### src/rtl/line_buffer3_pkg.sv
// Shared types and constants for the three-row sliding line buffer.
package line_buffer3_pkg;

    localparam int unsigned DefBitDepth = 8;
    localparam int unsigned BankIdxW    = 2;

    typedef logic [BankIdxW-1:0] bank_idx_t;

    typedef enum logic [1:0] {
        StIdle,
        StFill,
        StStream,
        StDone
    } state_e;

    // Bank indices wrap naturally mod 4 through the 2-bit type.
    function automatic bank_idx_t bank_add(bank_idx_t base, bank_idx_t off);
        return base + off;
    endfunction

endpackage

### src/rtl/line_buffer3_if.sv
// Pixel-in / column-out handshake bundle for line_buffer3.
interface line_buffer3_if
    import line_buffer3_pkg::*;
#(
    parameter int unsigned BIT_DEPTH = DefBitDepth
);

    logic                 start;
    logic [BIT_DEPTH-1:0] pix_in;
    logic                 pix_valid;
    logic                 pix_ready;
    logic                 shift_buffer;
    logic [BIT_DEPTH-1:0] out_l1;
    logic [BIT_DEPTH-1:0] out_l2;
    logic [BIT_DEPTH-1:0] out_l3;
    logic                 col_valid;
    logic                 row_done;
    logic                 done;

    modport master (
        output start, pix_in, pix_valid, shift_buffer,
        input  pix_ready, out_l1, out_l2, out_l3, col_valid, row_done, done
    );

    modport slave (
        input  start, pix_in, pix_valid, shift_buffer,
        output pix_ready, out_l1, out_l2, out_l3, col_valid, row_done, done
    );

endinterface

### src/rtl/line_buffer3_row_bank.sv
// One image row of storage: single write port, single asynchronous read port.
module line_buffer3_row_bank #(
    parameter  int unsigned BIT_DEPTH = 8,
    parameter  int unsigned DEPTH     = 16,
    localparam int unsigned IdxW      = $clog2(DEPTH)
) (
    input  logic                 clk,
    input  logic                 we,
    input  logic [IdxW-1:0]      waddr,
    input  logic [BIT_DEPTH-1:0] wdata,
    input  logic [IdxW-1:0]      raddr,
    output logic [BIT_DEPTH-1:0] rdata
);

    logic [BIT_DEPTH-1:0] mem_q [DEPTH];

    always_ff @(posedge clk) begin
        if (we) begin
            mem_q[waddr] <= wdata;
        end
    end

    assign rdata = mem_q[raddr];

endmodule

### src/rtl/line_buffer3.sv
// Four-bank line buffer presenting 3-row pixel columns to a downstream 3x3 convolver.
module line_buffer3
    import line_buffer3_pkg::*;
#(
    parameter int unsigned BIT_DEPTH  = DefBitDepth,
    parameter int unsigned IMG_WIDTH  = 16,
    parameter int unsigned IMG_HEIGHT = 16
) (
    input logic           clk,
    input logic           rst,
    line_buffer3_if.slave bus
);

    localparam int unsigned ColW = $clog2(IMG_WIDTH + 1);
    localparam int unsigned IdxW = $clog2(IMG_WIDTH);
    // Wide enough that rows_out + 4 cannot overflow at the maximum height.
    localparam int unsigned RowW = 9;

    localparam logic [ColW-1:0] LastCol   = ColW'(IMG_WIDTH - 1);
    localparam logic [ColW-1:0] ColEnd    = ColW'(IMG_WIDTH);
    localparam logic [RowW-1:0] RowsTotal = RowW'(IMG_HEIGHT);
    localparam logic [RowW-1:0] LastWin   = RowW'(IMG_HEIGHT - 3);
    localparam logic [RowW-1:0] FillRows  = RowW'(2);

    state_e          state_q, state_d;
    bank_idx_t       wr_bank_q, wr_bank_d;
    bank_idx_t       top_bank_q, top_bank_d;
    logic [ColW-1:0] wr_col_q, wr_col_d;
    logic [ColW-1:0] rd_col_q, rd_col_d;
    logic [RowW-1:0] rows_wr_q, rows_wr_d;
    logic [RowW-1:0] rows_out_q, rows_out_d;
    logic            row_done_q, row_done_d;

    logic spare_full, pix_ready, accept, row_wrap, col_valid, shift, rotate, finish;
    logic [3:0]           bank_we;
    logic [BIT_DEPTH-1:0] rd_data [4];

    for (genvar b = 0; b < 4; b++) begin : g_bank
        line_buffer3_row_bank #(
            .BIT_DEPTH (BIT_DEPTH),
            .DEPTH     (IMG_WIDTH)
        ) u_bank (
            .clk   (clk),
            .we    (bank_we[b]),
            .waddr (wr_col_q[IdxW-1:0]),
            .wdata (bus.pix_in),
            .raddr (rd_col_q[IdxW-1:0]),
            .rdata (rd_data[b])
        );
    end

    always_comb begin
        // Spare bank (top+3) holds row rows_out+3; full once that row is written.
        spare_full = rows_wr_q >= (rows_out_q + RowW'(4));
        pix_ready  = 1'b0;
        unique case (state_q)
            StFill:   pix_ready = 1'b1;
            StStream: pix_ready = !spare_full && (rows_wr_q < RowsTotal);
            default:  pix_ready = 1'b0;
        endcase
        accept    = bus.pix_valid && pix_ready;
        row_wrap  = accept && (wr_col_q == LastCol);
        col_valid = (state_q == StStream) && (rd_col_q < ColEnd);
        shift     = col_valid && bus.shift_buffer;
        // A write finishing the spare row this cycle is enough to rotate.
        rotate    = (state_q == StStream) && (rd_col_q == ColEnd) &&
                    (spare_full || row_wrap) && (rows_out_q < LastWin);
        finish    = shift && (rd_col_q == LastCol) && (rows_out_q == LastWin);
        for (int b = 0; b < 4; b++) begin
            bank_we[b] = accept && (wr_bank_q == bank_idx_t'(b));
        end
    end

    always_comb begin
        state_d    = state_q;
        wr_bank_d  = wr_bank_q;
        top_bank_d = top_bank_q;
        wr_col_d   = wr_col_q;
        rd_col_d   = rd_col_q;
        rows_wr_d  = rows_wr_q;
        rows_out_d = rows_out_q;
        row_done_d = 1'b0;

        if (accept) begin
            if (row_wrap) begin
                wr_col_d  = '0;
                wr_bank_d = bank_add(wr_bank_q, bank_idx_t'(1));
                rows_wr_d = rows_wr_q + RowW'(1);
            end else begin
                wr_col_d = wr_col_q + ColW'(1);
            end
        end

        unique case (state_q)
            StIdle: begin
                if (bus.start) begin
                    state_d    = StFill;
                    wr_bank_d  = '0;
                    top_bank_d = '0;
                    wr_col_d   = '0;
                    rd_col_d   = '0;
                    rows_wr_d  = '0;
                    rows_out_d = '0;
                end
            end
            StFill: begin
                if (row_wrap && (rows_wr_q == FillRows)) begin
                    state_d    = StStream;
                    top_bank_d = '0;
                    rd_col_d   = '0;
                    rows_out_d = '0;
                end
            end
            StStream: begin
                if (rotate) begin
                    top_bank_d = bank_add(top_bank_q, bank_idx_t'(1));
                    rd_col_d   = '0;
                    rows_out_d = rows_out_q + RowW'(1);
                    row_done_d = 1'b1;
                end else if (shift) begin
                    rd_col_d = rd_col_q + ColW'(1);
                end
                if (finish) begin
                    state_d    = StDone;
                    row_done_d = 1'b1;
                end
            end
            StDone:  state_d = StIdle;
            default: state_d = StIdle;
        endcase
    end

    always_ff @(posedge clk or posedge rst) begin
        if (rst) begin
            state_q    <= StIdle;
            wr_bank_q  <= '0;
            top_bank_q <= '0;
            wr_col_q   <= '0;
            rd_col_q   <= '0;
            rows_wr_q  <= '0;
            rows_out_q <= '0;
            row_done_q <= 1'b0;
        end else begin
            state_q    <= state_d;
            wr_bank_q  <= wr_bank_d;
            top_bank_q <= top_bank_d;
            wr_col_q   <= wr_col_d;
            rd_col_q   <= rd_col_d;
            rows_wr_q  <= rows_wr_d;
            rows_out_q <= rows_out_d;
            row_done_q <= row_done_d;
        end
    end

    always_comb begin
        bus.pix_ready = pix_ready;
        bus.col_valid = col_valid;
        bus.row_done  = row_done_q;
        bus.done      = (state_q == StDone);
        bus.out_l1    = '0;
        bus.out_l2    = '0;
        bus.out_l3    = '0;
        if (col_valid) begin
            bus.out_l1 = rd_data[top_bank_q];
            bus.out_l2 = rd_data[bank_add(top_bank_q, bank_idx_t'(1))];
            bus.out_l3 = rd_data[bank_add(top_bank_q, bank_idx_t'(2))];
        end
    end

endmodule

### src/flat_wrapper.sv
// flat-port wrapper written by rule: the top's interface ports become plain ports
module line_buffer3_flat import line_buffer3_pkg::*;
#(
    parameter int unsigned BIT_DEPTH  = DefBitDepth,
    parameter int unsigned IMG_WIDTH  = 16,
    parameter int unsigned IMG_HEIGHT = 16
)
  (clk, rst, bus_start, bus_pix_in, bus_pix_valid, bus_shift_buffer, bus_pix_ready, bus_out_l1, bus_out_l2, bus_out_l3, bus_col_valid, bus_row_done, bus_done);
  line_buffer3_if #(.BIT_DEPTH(BIT_DEPTH)) bus_i ();
  input logic clk;
  input logic rst;
  input wire logic [$bits(bus_i.start)-1:0] bus_start;
  input wire logic [$bits(bus_i.pix_in)-1:0] bus_pix_in;
  input wire logic [$bits(bus_i.pix_valid)-1:0] bus_pix_valid;
  input wire logic [$bits(bus_i.shift_buffer)-1:0] bus_shift_buffer;
  output wire logic [$bits(bus_i.pix_ready)-1:0] bus_pix_ready;
  output wire logic [$bits(bus_i.out_l1)-1:0] bus_out_l1;
  output wire logic [$bits(bus_i.out_l2)-1:0] bus_out_l2;
  output wire logic [$bits(bus_i.out_l3)-1:0] bus_out_l3;
  output wire logic [$bits(bus_i.col_valid)-1:0] bus_col_valid;
  output wire logic [$bits(bus_i.row_done)-1:0] bus_row_done;
  output wire logic [$bits(bus_i.done)-1:0] bus_done;
  assign bus_i.start = bus_start;
  assign bus_i.pix_in = bus_pix_in;
  assign bus_i.pix_valid = bus_pix_valid;
  assign bus_i.shift_buffer = bus_shift_buffer;
  assign bus_pix_ready = bus_i.pix_ready;
  assign bus_out_l1 = bus_i.out_l1;
  assign bus_out_l2 = bus_i.out_l2;
  assign bus_out_l3 = bus_i.out_l3;
  assign bus_col_valid = bus_i.col_valid;
  assign bus_row_done = bus_i.row_done;
  assign bus_done = bus_i.done;
  line_buffer3 #(.BIT_DEPTH(BIT_DEPTH), .IMG_WIDTH(IMG_WIDTH), .IMG_HEIGHT(IMG_HEIGHT)) u_core (.clk(clk), .rst(rst), .bus(bus_i));
endmodule
### config.mk
export PLATFORM = sky130hd
export DESIGN_NAME = line_buffer3_flat
export DESIGN_NICKNAME = d
export VERILOG_FILES = /design/src/rtl/line_buffer3_pkg.sv /design/src/rtl/line_buffer3_if.sv /design/src/rtl/line_buffer3_row_bank.sv /design/src/rtl/line_buffer3.sv /design/src/flat_wrapper.sv
export SDC_FILE = /design/constraint.sdc
export NUM_CORES = 1
export LEC_CHECK = 0
export CAP_MARGIN = 20
export CORE_MARGIN = 2
export CORE_UTILIZATION = 60
export CTS_BUF_LIST = sky130_fd_sc_hd__clkbuf_4 sky130_fd_sc_hd__clkbuf_8
export DETAILED_ROUTE_END_ITERATION = 10
export GPL_TIMING_DRIVEN = 0
export PLACE_DENSITY = 0.77
export RECOVER_POWER = 25
export SLEW_MARGIN = 20
export SYNTH_ARGS = -nofsm -noshare
export SYNTH_HDL_FRONTEND = slang
export SYNTH_SLANG_ARGS = --single-unit
### constraint.sdc
create_clock -name clk -period 6.9 [get_ports clk]
set_input_delay 1.38 -clock clk [delete_from_list [all_inputs] [get_ports clk]]
set_output_delay 1.38 -clock clk [all_outputs]
set_load 0.1 [all_outputs]
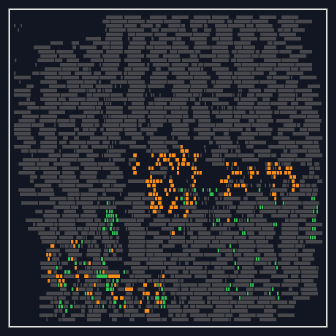
logic_types.png
family	colour	cells	most used
nand cells	green	122	nand2_1
aoi and oai cells	orange	165	o21ai_0

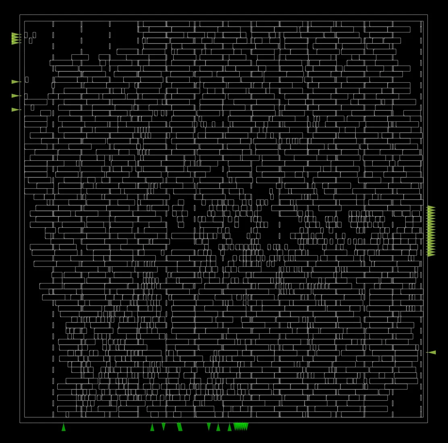
placement.png
Tap Cells: 511
sequential share of cell area: 0.635
area of the core: 0.0376 mm2

==> results.sh <==
# source this file to load flow results
export IMPL_status="complete, but fails checks"
export IMPL_violations="max-capacitance violations, max-slew violations"
export IMPL_clk_pin_slew_ps=60
export IMPL_p_sw_frac=0.312
export IMPL_crit_required_ps=5520
export IMPL_vdd_drop_max_v=0.000182
export IMPL_worst_path_stages=9
export IMPL_grt_util_met2=0.437
export IMPL_routed_top_layer="met5"
export IMPL_antenna_found_initial=1
export IMPL_cts_root_buf="clkbuf_8"
export IMPL_rr_worst_depth=11
export IMPL_yosysMostFrequentCell="edfxtp_1"
export IMPL_cp_buffers_inverters=4
export IMPL_biggestCellCategory="sequential cells"
export IMPL_io_pins=41
export IMPL_track_usage=0.292
export IMPL_drv_cap=8
export IMPL_holdPathEnd="u_core.wr_col_q[4]"
export IMPL_p_int_mw=5.86
export IMPL_synthArstFlopShare=0.0640
export IMPL_slew_headroom=-1.11
export IMPL_numCtsBuffers=84
export IMPL_dp_cells=1850
export IMPL_synth_top_cell_area_share=0.674
export IMPL_synthFlopType="edfxtp_1"
export IMPL_worst_setup_path_type="reg -> out"
export IMPL_holdWs_ps=527
export IMPL_seq_area_mm2=0.0163
export IMPL_synth_cells=1293
export IMPL_warning_count=39
export IMPL_comb_share=0.240
export IMPL_h_tree_depth=3
export IMPL_met2WireLength_mm=25.4
export IMPL_finalSetupTns_ps=0
export IMPL_cts_tree="yes"
export IMPL_routabilityCongestion=0.971
export IMPL_regMostFlops="u_core.g_bank.u_bank.mem_q"
export IMPL_largest_reg_flops=512
export IMPL_multiInputGateArea_mm2=0.00613
export IMPL_slew_violations=371
export IMPL_worstReg2RegStart="u_core.rows_out_q[2]"
export IMPL_synth_seq_share=0.712
export IMPL_ant_nets=0
export IMPL_max_freq_mhz=161
export IMPL_synth_distinct_cells=61
export IMPL_floorplan_core_util=0.607
export IMPL_largest_area_cell="edfxtp_1"
export IMPL_grt_start_max_net_pins=65
export IMPL_dp_hpwl_mm=37.2
export IMPL_ys_chip_area_mm2=0.0228
export IMPL_crit_top_cell="buf_2"
export IMPL_final_cell_mix="edfxtp_1, mux4_2, nor2_1, clkbuf_8, nand2_1"
export IMPL_fin_area_mm2=0.0256
export IMPL_fin_total_pwr_mw=8.51
export IMPL_critPathLaunch="u_core.rd_col_q[3]"
export IMPL_synthTopCellsByCount="edfxtp_1, mux4_2, nor2_1"
export IMPL_insertion_delay_ps=650
export IMPL_avgViaCountPerCell=6.40
export IMPL_worst_setup_path_start_kind="flop"
export IMPL_period_minus_slack_ps=6210
export IMPL_reg_largest_list="u_core.g_bank.u_bank.mem_q x512, u_core.rows_out_q x9, u_core.rows_wr_q x9"
export IMPL_clock_sinks=547
export IMPL_overflow=0
export IMPL_busiest_layer="met2"
export IMPL_final_cells=2002
export IMPL_first_pass_iters=6
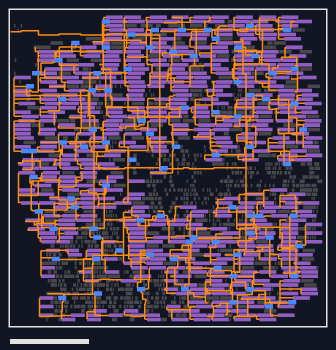
clk_routes.png
Bar = 50 um.
[flip-flops] purple | count: 547
[clock wires] orange | length: 6320 um
[clock drivers] blue | count: 84
flops lie	all over the die
routed clock nets	85

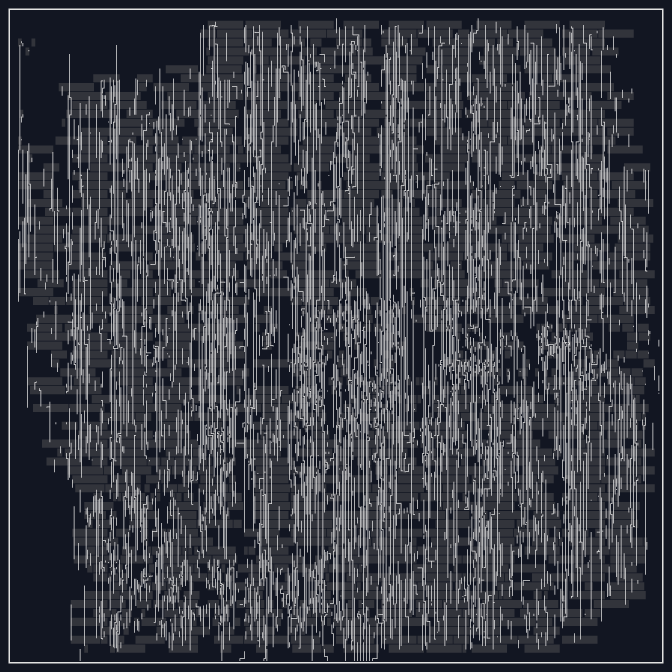
layer_met2.png
Cells faint in the background.
share of all routed wire	46%
wire length on this layer	25.4 mm
main direction	vertical

